run_1/ff_map.png
Bar = 50 µm. Other sequential cells in the stronger grey, the rest of the logic in the fainter grey.
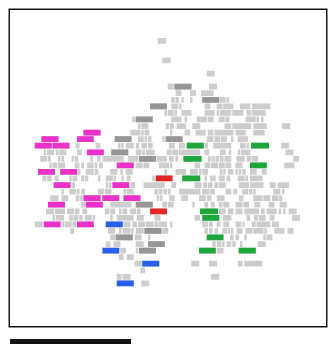
run_1/sizing.png
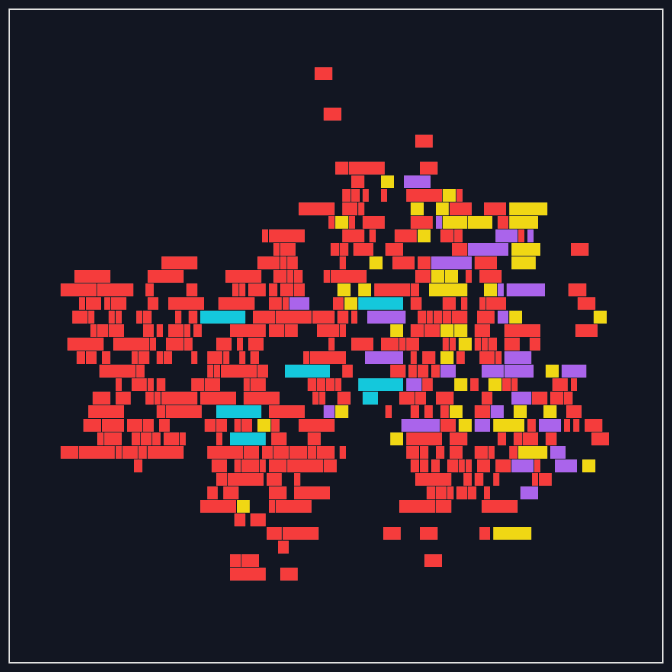
run_1/layers.png
Only two layers are drawn.
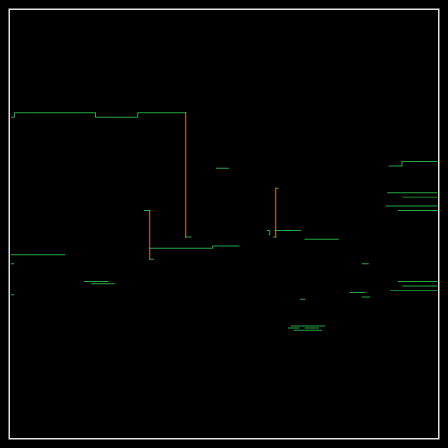
run_1/congestion_map.png
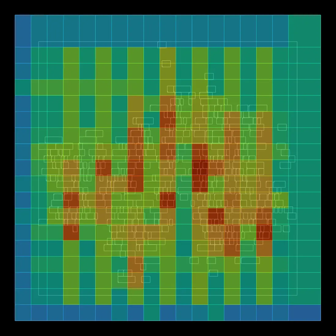
**config.mk**
```make
export PLATFORM = sky130hd
export DESIGN_NAME = paddle_ctrl
export DESIGN_NICKNAME = d
export VERILOG_FILES = /design/src/rtl/pong_pkg.sv /design/src/rtl/key_debounce.sv /design/src/rtl/paddle_ctrl.sv
export SDC_FILE = /design/constraint.sdc
export NUM_CORES = 1
export LEC_CHECK = 0
export CAP_MARGIN = 20
export CORE_MARGIN = 10
export CORE_UTILIZATION = 25
export CTS_CLUSTER_DIAMETER = 150
export DETAILED_ROUTE_END_ITERATION = 8
export HOLD_SLACK_MARGIN = 0.02
export SYNTH_ARGS = -nofsm -noshare
export SYNTH_HDL_FRONTEND = slang
export SYNTH_SLANG_ARGS = --single-unit
export TNS_END_PERCENT = 10
```
**constraint.sdc**
```tcl
create_clock -name clk -period 2.4 [get_ports clk]
set_input_delay 0.72 -clock clk [delete_from_list [all_inputs] [get_ports clk]]
set_output_delay 0.72 -clock clk [all_outputs]
set_load 0.03 [all_outputs]
```
**src/rtl/pong_pkg.sv**
```systemverilog
// Constants shared by the pong paddle, ball and vga logic.
// Holds the playfield geometry, the keypad codes and the paddle FSM state encodings.
package pong_pkg;

    localparam int SCREEN_H = 480;
    localparam int PADDLE_H = 64;
    localparam int Y_CTR    = (SCREEN_H - PADDLE_H) / 2;

    localparam logic [3:0] UP_CODE = 4'h2;
    localparam logic [3:0] DN_CODE = 4'h8;

    localparam logic [1:0] ST_IDLE = 2'd0;
    localparam logic [1:0] ST_UP   = 2'd1;
    localparam logic [1:0] ST_DN   = 2'd2;

    // Every keycode other than the two motion codes means "stay still".
    function automatic logic [1:0] code_to_state(
        input logic [3:0] code,
        input logic [3:0] up_code,
        input logic [3:0] dn_code
    );
        if (code == up_code) begin
            return ST_UP;
        end else if (code == dn_code) begin
            return ST_DN;
        end
        return ST_IDLE;
    endfunction

endpackage

```
**src/rtl/key_debounce.sv**
```systemverilog
// Accepts a code only after it has been sampled unchanged for CYCLES+1 consecutive edges.
// o_changed pulses for one cycle when the accepted code takes a new value.
module key_debounce #(
    parameter int W      = 4,
    parameter int CYCLES = 250000
) (
    input  logic         clk,
    input  logic         rst,
    input  logic [W-1:0] i_code,
    output logic [W-1:0] o_code,
    output logic         o_changed
);

    localparam int CW = (CYCLES > 1) ? $clog2(CYCLES) : 1;
    localparam logic [CW-1:0] CNT_LAST = CW'(CYCLES - 1);

    logic [W-1:0]  r_sample;
    logic [W-1:0]  r_code;
    logic [CW-1:0] r_cnt;
    logic          r_changed;

    // The counter saturates at CNT_LAST, so a steady code is re-latched every cycle.
    always_ff @(posedge clk) begin
        if (rst) begin
            r_sample  <= '0;
            r_code    <= '0;
            r_cnt     <= '0;
            r_changed <= 1'b0;
        end else begin
            r_sample  <= i_code;
            r_changed <= 1'b0;
            if (i_code != r_sample) begin
                r_cnt <= '0;
            end else if (r_cnt == CNT_LAST) begin
                r_code    <= r_sample;
                r_changed <= (r_sample != r_code);
            end else begin
                r_cnt <= r_cnt + 1'b1;
            end
        end
    end

    assign o_code    = r_code;
    assign o_changed = r_changed;

endmodule

```
**src/rtl/paddle_ctrl.sv**
```systemverilog
// One player's paddle: debounced keycode drives an UP/DOWN/IDLE FSM that moves the
// paddle once per frame with an accelerating, clamped step.
module paddle_ctrl #(
    parameter int         SCREEN_H        = pong_pkg::SCREEN_H,
    parameter int         PADDLE_H        = pong_pkg::PADDLE_H,
    parameter logic [3:0] UP_CODE         = pong_pkg::UP_CODE,
    parameter logic [3:0] DN_CODE         = pong_pkg::DN_CODE,
    parameter int         DEBOUNCE_CYCLES = 250000,
    parameter int         STEP_MIN        = 2,
    parameter int         STEP_MAX        = 8,
    parameter int         ACCEL_FRAMES    = 8
) (
    input  logic       clk,
    input  logic       rst,
    input  logic [3:0] i_keycode,
    input  logic       i_frame_tick,
    input  logic       i_center,
    output logic [9:0] o_paddle_y,
    output logic       o_moving_up,
    output logic       o_moving_dn,
    output logic       o_at_top,
    output logic       o_at_bot
);

    import pong_pkg::ST_IDLE;
    import pong_pkg::ST_UP;
    import pong_pkg::ST_DN;
    import pong_pkg::code_to_state;

    localparam int Y_MAX = SCREEN_H - PADDLE_H;
    localparam int Y_CTR = Y_MAX / 2;
    localparam int FW    = $clog2(ACCEL_FRAMES + 1);

    localparam logic [10:0]   Y_MAX_W    = 11'(Y_MAX);
    localparam logic [9:0]    Y_CTR_W    = 10'(Y_CTR);
    localparam logic [3:0]    STEP_MIN_W = 4'(STEP_MIN);
    localparam logic [3:0]    STEP_MAX_W = 4'(STEP_MAX);
    localparam logic [FW-1:0] ACCEL_W    = FW'(ACCEL_FRAMES);

    logic [3:0]    w_cmd;
    logic          w_cmd_changed;
    logic [1:0]    r_state;
    logic [1:0]    w_cmd_state;
    logic [1:0]    w_state_next;
    logic [9:0]    r_y;
    logic [9:0]    w_y_move;
    logic [10:0]   w_y_sub;
    logic [10:0]   w_y_add;
    logic [3:0]    r_step;
    logic [3:0]    w_step_inc;
    logic [FW-1:0] r_fc;
    logic [FW-1:0] w_fc_inc;
    logic          w_accel;

    key_debounce #(
        .W      (4),
        .CYCLES (DEBOUNCE_CYCLES)
    ) u_key_debounce (
        .clk       (clk),
        .rst       (rst),
        .i_code    (i_keycode),
        .o_code    (w_cmd),
        .o_changed (w_cmd_changed)
    );

    // The FSM only drifts from the command after a recentre forces IDLE, so resync from IDLE too.
    always_comb begin
        w_cmd_state  = code_to_state(w_cmd, UP_CODE, DN_CODE);
        w_state_next = (w_cmd_changed || r_state == ST_IDLE) ? w_cmd_state : r_state;
        w_y_sub      = {1'b0, r_y} - {7'd0, r_step};
        w_y_add      = {1'b0, r_y} + {7'd0, r_step};
        w_y_move     = r_y;
        case (r_state)
            ST_UP:   w_y_move = ({1'b0, r_y} < {7'd0, r_step}) ? 10'd0 : w_y_sub[9:0];
            ST_DN:   w_y_move = (w_y_add > Y_MAX_W) ? Y_MAX_W[9:0] : w_y_add[9:0];
            default: w_y_move = r_y;
        endcase
        w_fc_inc   = r_fc + 1'b1;
        w_accel    = (w_fc_inc == ACCEL_W);
        w_step_inc = (r_step >= STEP_MAX_W) ? STEP_MAX_W : r_step + 4'd1;
    end

    always_ff @(posedge clk) begin
        if (rst) begin
            r_state <= ST_IDLE;
            r_y     <= Y_CTR_W;
            r_step  <= STEP_MIN_W;
            r_fc    <= '0;
        end else if (i_center) begin
            r_state <= ST_IDLE;
            r_y     <= Y_CTR_W;
            r_step  <= STEP_MIN_W;
            r_fc    <= '0;
        end else begin
            r_state <= w_state_next;
            if (i_frame_tick && r_state != ST_IDLE) begin
                r_y <= w_y_move;
                if (w_accel) begin
                    r_fc   <= '0;
                    r_step <= w_step_inc;
                end else begin
                    r_fc <= w_fc_inc;
                end
            end
            // A state change (to IDLE or a reversal) restarts acceleration and overrides the tick update.
            if (w_state_next != r_state) begin
                r_step <= STEP_MIN_W;
                r_fc   <= '0;
            end
        end
    end

    assign o_paddle_y  = r_y;
    assign o_moving_up = (r_state == ST_UP);
    assign o_moving_dn = (r_state == ST_DN);
    assign o_at_top    = (r_y == 10'd0);
    assign o_at_bot    = ({1'b0, r_y} == Y_MAX_W);

endmodule
```
==> qor.txt, run 1 <==
Worst-path clk slew -> 0.07 ns
Vias in the first global route -> 2,682
Initial antenna violation count -> 0
IO buf count -> 21
Prevailing post-synth register cell -> dfxtp_1
Via density per instance -> 4.69
DR pass1 iterations -> 4
CTS Hold Bufs -> 0
Root Buffer -> clkbuf_16
RePlAce Congestion -> 0.823
PD cells -> 398 nW/µm²
Synthesized registers -> 47
Ys async rst share -> 0%
Final #Nets -> 431
Distinct lib cells used -> 76
Row cnt -> 40
Pin count of the biggest net entering global routing -> 19
Antenna cell count -> 0
Critical Path Start Type -> flip-flop
Max_slew headroom -> 69.4%
Clock Power Share -> 45.5%
Synth Seq Share -> 30.5%
Synthesized area per cell -> 8.52 µm²
Hpwl dp -> 5.80 mm
Critical-path maximum fanout -> 5
Initial Util -> 25.6%
Synth warn -> 0
Outcome -> finished, final reports clean
Die outline width -> 131 µm
Internal power -> 0.00120 W
CP Capture Point -> o_moving_up
Crit-path slowest cell -> clkdlybuf4s50_1
FMAX -> 434 MHz
Reg power frac -> 51.3%
Die Y -> 131 µm
First-pass GRT wire length -> 12.9 mm
Hold Crit Start -> u_key_debounce.r_cnt[16]$_SDFFE_PP0P_
Routed Antenna Nets -> 0
# DRC -> 0
Final Max Slew Viols -> 0
Reg2Reg Depth -> 8
R2R Path End -> o_paddle_y[4]$_SDFFE_PP1P_
Worst path depth -> 3
Max-cap viol count -> 0
# Cells Yosys -> 362
About ff_map.png:
Key: green = `o_paddle_y` [placed flops 10]; blue = `u_key_debounce.r_sample` [placed flops 4]; magenta = `u_key_debounce.r_cnt` [placed flops 18, where west]; red = `r_state` [placed flops 2]

About sizing.png:
Key: purple = x2 [cells 28, share 6.9%, most used dfxtp_2]; red = x1 and smaller [cells 329, share 81%, most used dfxtp_1]; yellow = x3 and x4 [cells 42, share 10%, most used buf_4]; cyan = x6 and larger [cells 7, share 1.7%, most used clkbuf_16]

About layers.png:
Key: orange = M4 [wire length 68.0 µm]; green = M3 [wire length 288 µm]

About congestion_map.png:
post-layout util: 32.0%
Total GRT Usage: 9.16%
global route hottest layer: met2
M1 GR Usage: 11.3%
met3 Use GR: 1.85%

run 1: worst min-delay path: stages (launching register included):
cell and delay, ns:
dfxtp_1 0.34, xor2_1 0.07, nor2_1 0.07
run 1: registers in the layout, indices dropped and copies added, names as in the netlist:
signal,flops
u_key_debounce.r_cnt,18
o_paddle_y,10
r_fc,4
r_step,4
u_key_debounce.o_code,4
u_key_debounce.r_sample,4
r_state,2
u_key_debounce.o_changed,1
run 1: area by class of cell:
type,count,area [µm²],area share (%)
Sequential cell,47,946,24.5
Tap cell,168,210,5.44
Timing Repair Buffer,51,445,11.5
Clock buffer,6,129,3.34
Inverter,14,52.6,1.36
Multi-Input combinational cell,286,2060,53.4
Clock inverter,2,16.3,0.421
run 1: synth_stat cells, drive strengths merged, types with 9 or more instances:
library cell / count / area share, %
o21ai: 15 / 2.4
nand3: 11 / 1.8
nand2: 28 / 3.4
and3: 9 / 1.9
a21oi: 28 / 5.4
xnor2: 11 / 3.1
xor2: 21 / 6.0
nor2: 42 / 5.1
nor2b: 9 / 2.3
dfxtp: 47 / 30
inv: 14 / 1.7
ha: 16 / 6.5
clkbuf: 9 / 1.4
run 1: metrics by stage:
stage | power (W) | cell area (µm²)
floorplan | 0.000827 | 3090
global placement | 0.000855 | 3620
detailed placement | 0.000856 | 3620
CTS | 0.00156 | 3790
global route | 0.00159 | 3860
finish | 0.00154 | 3860
run 1: how the worst min path moves through the flow:
stage / cells past startpoint / slack, ns / end
after floorplan: 2 / 0.46 / u_key_debounce.r_cnt[11]$_SDFFE_PP0P_
after global placement: 2 / 0.48 / u_key_debounce.r_cnt[11]$_SDFFE_PP0P_
after detailed placement: 2 / 0.50 / u_key_debounce.r_cnt[16]$_SDFFE_PP0P_
after CTS: 2 / 0.51 / u_key_debounce.r_cnt[9]$_SDFFE_PP0P_
after global routing: 2 / 0.55 / u_key_debounce.r_cnt[9]$_SDFFE_PP0P_
final: 2 / 0.51 / u_key_debounce.r_cnt[16]$_SDFFE_PP0P_
run 1: kinds of logic (layout without fill, tap and decap cells):
logic type      count (synthesis)  count (layout)  synth area share (%)
simple gates                  145             145                  25.6
mux                             8               8                  2.76
compound gates                 83              83                  19.8
xor+xnor                       32              32                  9.08
flops                          47              47                  30.5
fa+ha+maj                      18              18                  7.79
buf+inv                        29              73                  4.46
run 1: per-layer routing:
layer	global-route usage [%]	vias up	part of all wire [%]
li1	-	1372	-
met1	11.3	1262	47
met2	15.8	49	48
met3	1.85	7	3.8
met4	2.49	0	0.91
met5	0	-	0
run 1: repair_timing:
item,in CTS,in global routing
resized,6,11
pin swaps,1,6
hold endpoints to repair,0,0
buffers inserted,0,5
setup endpoints to repair,3,10
run 1: power by group through the flow:
stage / clock (W) / sequential [W] / combinational (W)
floorplan: 0 / 0.000805 / 0.0000218
global placement: 0 / 0.000806 / 0.0000492
detailed placement: 0 / 0.000806 / 0.0000496
CTS: 0.000725 / 0.000788 / 0.0000498
global route: 0.000746 / 0.000788 / 0.0000547
finish: 0.000699 / 0.000788 / 0.0000493
run_1/gates.png
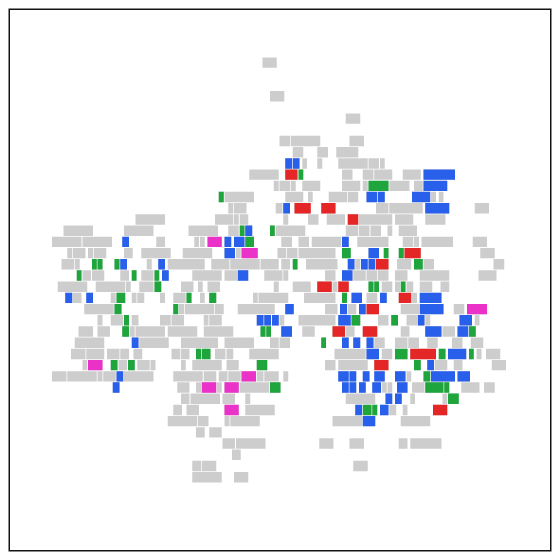

==> run 1 -> run 2 <==
CORE_MARGIN = 4   (was 10)
SETUP_SLACK_MARGIN = 0.1   (was unset)
clock period = 2.9 ns   (was 2.4 ns; I/O delays follow)
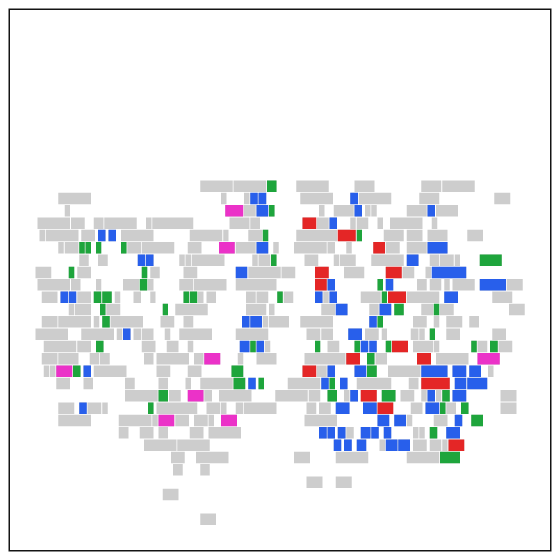
run_2/gates.png
Key: green = nand cells [cells 51, most used nand2_1]; blue = aoi and oai cells [cells 68, most used a21oi_1]; magenta = mux cells [cells 8, most used mux2i_1]; red = non-inverting ao/oa cells [cells 15, most used a211o_1]

==> run 2 against run 1 <==
  * Worst hold slack worse by 0.0049 ns
  * First-iteration DRC count down 41%
  * Setup slack better by 0.19 ns
  * Utilization down 1.6 points
  * Area after synthesis unchanged
  * Critical path depth up 1
  * Die area down 17%
  * Final cell count down 3.0%
  * Register-to-register slack better by 0.18 ns
  * Flip-flop count unchanged
  * Wire length down 2.2%
  * Count of clock-buffer cells in the layout unchanged
  * Largest power group unchanged
  * Highest routed layer unchanged
==> qor.txt, run 2 <==
Outcome -> finished, final reports clean
Top cells by area -> dfxtp_1 (30%), ha_1 (6.5%), xor2_1 (6.0%)
Reg power frac -> 51.3% (about the same)
Final setup violation count -> 0
Highest metal used -> met4
Root Buffer -> clkbuf_16
Critical-path maximum fanout -> 5 (unchanged)
Distinct lib cells used -> 76 (unchanged)
Crit-path slowest cell -> dlygate4sd2_1
Max reg flops -> 18 (unchanged)
Prevailing post-synth register cell -> dfxtp_1
Die Y -> 119 µm (-9.2%)
Die outline width -> 119 µm (-9.2%)
Proportion of layout cells with a drive suffix above 1 -> 11.3%
# Cells Yosys -> 362 (unchanged)
Synth warn -> 0 (unchanged)
Top Layout Cells -> dfxtp_1 (47), nor2_1 (42), nand2_1 (28), a21oi_1 (23), xor2_1 (21)
Synthesized registers -> 47 (unchanged)
Antenna cell count -> 0 (unchanged)
Clock Power Share -> 45.8% (+0.3 points)
Top cells by count -> dfxtp_1 (47), nor2_1 (42), nand2_1 (28)
Ys async rst share -> 0% (unchanged)
Max_slew headroom -> 67.7% (-1.7 points)
PD cells -> 347 nW/µm² (-13%)
Initial antenna violation count -> 0 (unchanged)
RePlAce Congestion -> 0.804 (-2.3%)
Max-cap viol count -> 0 (unchanged)
Worst-path clk slew -> 0.07 ns (about the same)
Setup ws final -> 0.284 ns
Total GRT Usage -> 10.7% (+1.5 points)
Most flop-heavy register -> u_key_debounce.r_cnt
Critical Path Start Type -> flip-flop
Leakage -> 1.33 nW
First-pass GRT wire length -> 12.6 mm (-2.2%)
DR pass1 iterations -> 4 (unchanged)
Cts bufs inserted -> 5
Internal power -> 0.000991 W (-17%)
Metal3 WL -> 281 µm (-2.1%)
Final wirelength -> 7.32 mm
IO buf count -> 21 (unchanged)
Pin count of the biggest net entering global routing -> 19 (unchanged)
Metal-1 WL -> 3.52 mm (+0.11%)
Final Max Slew Viols -> 0 (unchanged)
Synth top cell by count -> dfxtp_1
Via density per instance -> 4.72 (+0.79%)
Setup repair bufs after CTS -> 0 (unchanged)
Cycle use final -> 90.2%
Synthesized area per cell -> 8.52 µm² (unchanged)
# DRC -> 0 (unchanged)
Final #Nets -> 414 (-3.9%)
Row cnt -> 40 (unchanged)
Hold Crit Start -> u_key_debounce.r_cnt[11]$_SDFFE_PP0P_
Routed Antenna Nets -> 0 (unchanged)
Vias in the first global route -> 2,682 (unchanged)
Initial Util -> 25.6% (unchanged)
Top-area cell share -> 30.5% (unchanged)
CP dominant cell by count -> nor4_1
Cells along the critical path -> nor4_1 -> nand2_1 -> nor4_1 -> dlygate4sd2_1
Hpwl dp -> 5.61 mm (-3.2%)
FMAX -> 382 MHz
Synth area leader -> dfxtp_1
Synth Seq Share -> 30.5% (unchanged)
Met2 wire length -> 3.43 mm (-5.3%)
[run 2: cell counts after synthesis]
No cell type changed its count.
[run 2: final timing paths]
check / endpoint / slack [ns] / cells after the start
min: u_key_debounce.r_cnt[11]$_SDFFE_PP0P_ / 0.50 / 2
max: o_at_bot / 0.28 / 4
min reg2reg: u_key_debounce.r_cnt[11]$_SDFFE_PP0P_ / 0.50 / 2
max reg2reg: o_paddle_y[0]$_SDFFE_PP0P_ / 0.30 / 8
[run 2: repair_timing]
| item | 4_1_cts | 5_1_grt |
|---|---|---|
| endpoints found under the setup margin | 2 | 1 |
| resized | 1 | 1 |
| hold buffers | 0 | 0 |
| hold endpoints to repair | 0 | 0 |
[run 2: worst reg2reg max path, delay by kind of cell, from the launching register on]
kind / cells / cell delay (ns)
muxes: 1 / 0.50
buffers and inverters: 1 / 0.15
adders and majority gates: 1 / 0.34
AOI/OAI and AO/OA: 4 / 0.91
DFF: 1 / 0.45
and+or+nand+nor: 1 / 0.17
[run 2: per-stage QoR]
stage               cell area [µm²]  power, W  utilization (%)
floorplan                      3090  0.000684                -
global placement               3520  0.000704             29.2
detailed placement             3520  0.000705             29.2
CTS                            3660   0.00129             30.4
global route                   3670   0.00132             30.4
finish                         3670   0.00127             30.4
[run 2: final cells by class]
| type | instances | area, µm² | area share, % |
|---|---|---|---|
| clock buffer | 6 | 129 | 3.52 |
| clock inverter | 2 | 17.5 | 0.478 |
| inverter | 14 | 52.6 | 1.43 |
| multi-input combinational | 286 | 2010 | 54.7 |
| sequential | 47 | 941 | 25.7 |
| tap | 168 | 210 | 5.73 |
| timing repair buffer | 34 | 309 | 8.43 |
[run 2: power by group through the flow]
stage          Sequential (W)  Clock, W  Combinational, W
2_1_floorplan        0.000666         0         0.0000180
5_1_grt              0.000653  0.000626         0.0000416
6_report             0.000652  0.000583         0.0000375
4_1_cts              0.000652  0.000604         0.0000382
3_3_place_gp         0.000667         0         0.0000375
3_5_place_dp         0.000667         0         0.0000376
[run 2: cell families after synthesis]
| logic type | Yosys count | share of synthesized area (%) |
|---|---|---|
| AND-OR/OR-AND | 83 | 19.8 |
| flip-flops | 47 | 30.5 |
| adder cells (fa/ha/maj) | 18 | 7.79 |
| multiplexers | 8 | 2.76 |
| XOR/XNOR | 32 | 9.08 |
| buffers and inverters | 29 | 4.46 |
| AND/OR/NAND/NOR | 145 | 25.6 |
[run 2: metal layers]
metal  track usage, %  up-vias
li1                 -     1327
met3             2.14        9
met4             3.69        0
met2             17.8       53
met5                0        -
met1             13.7     1242
Power and IR drop assume default switching activity.
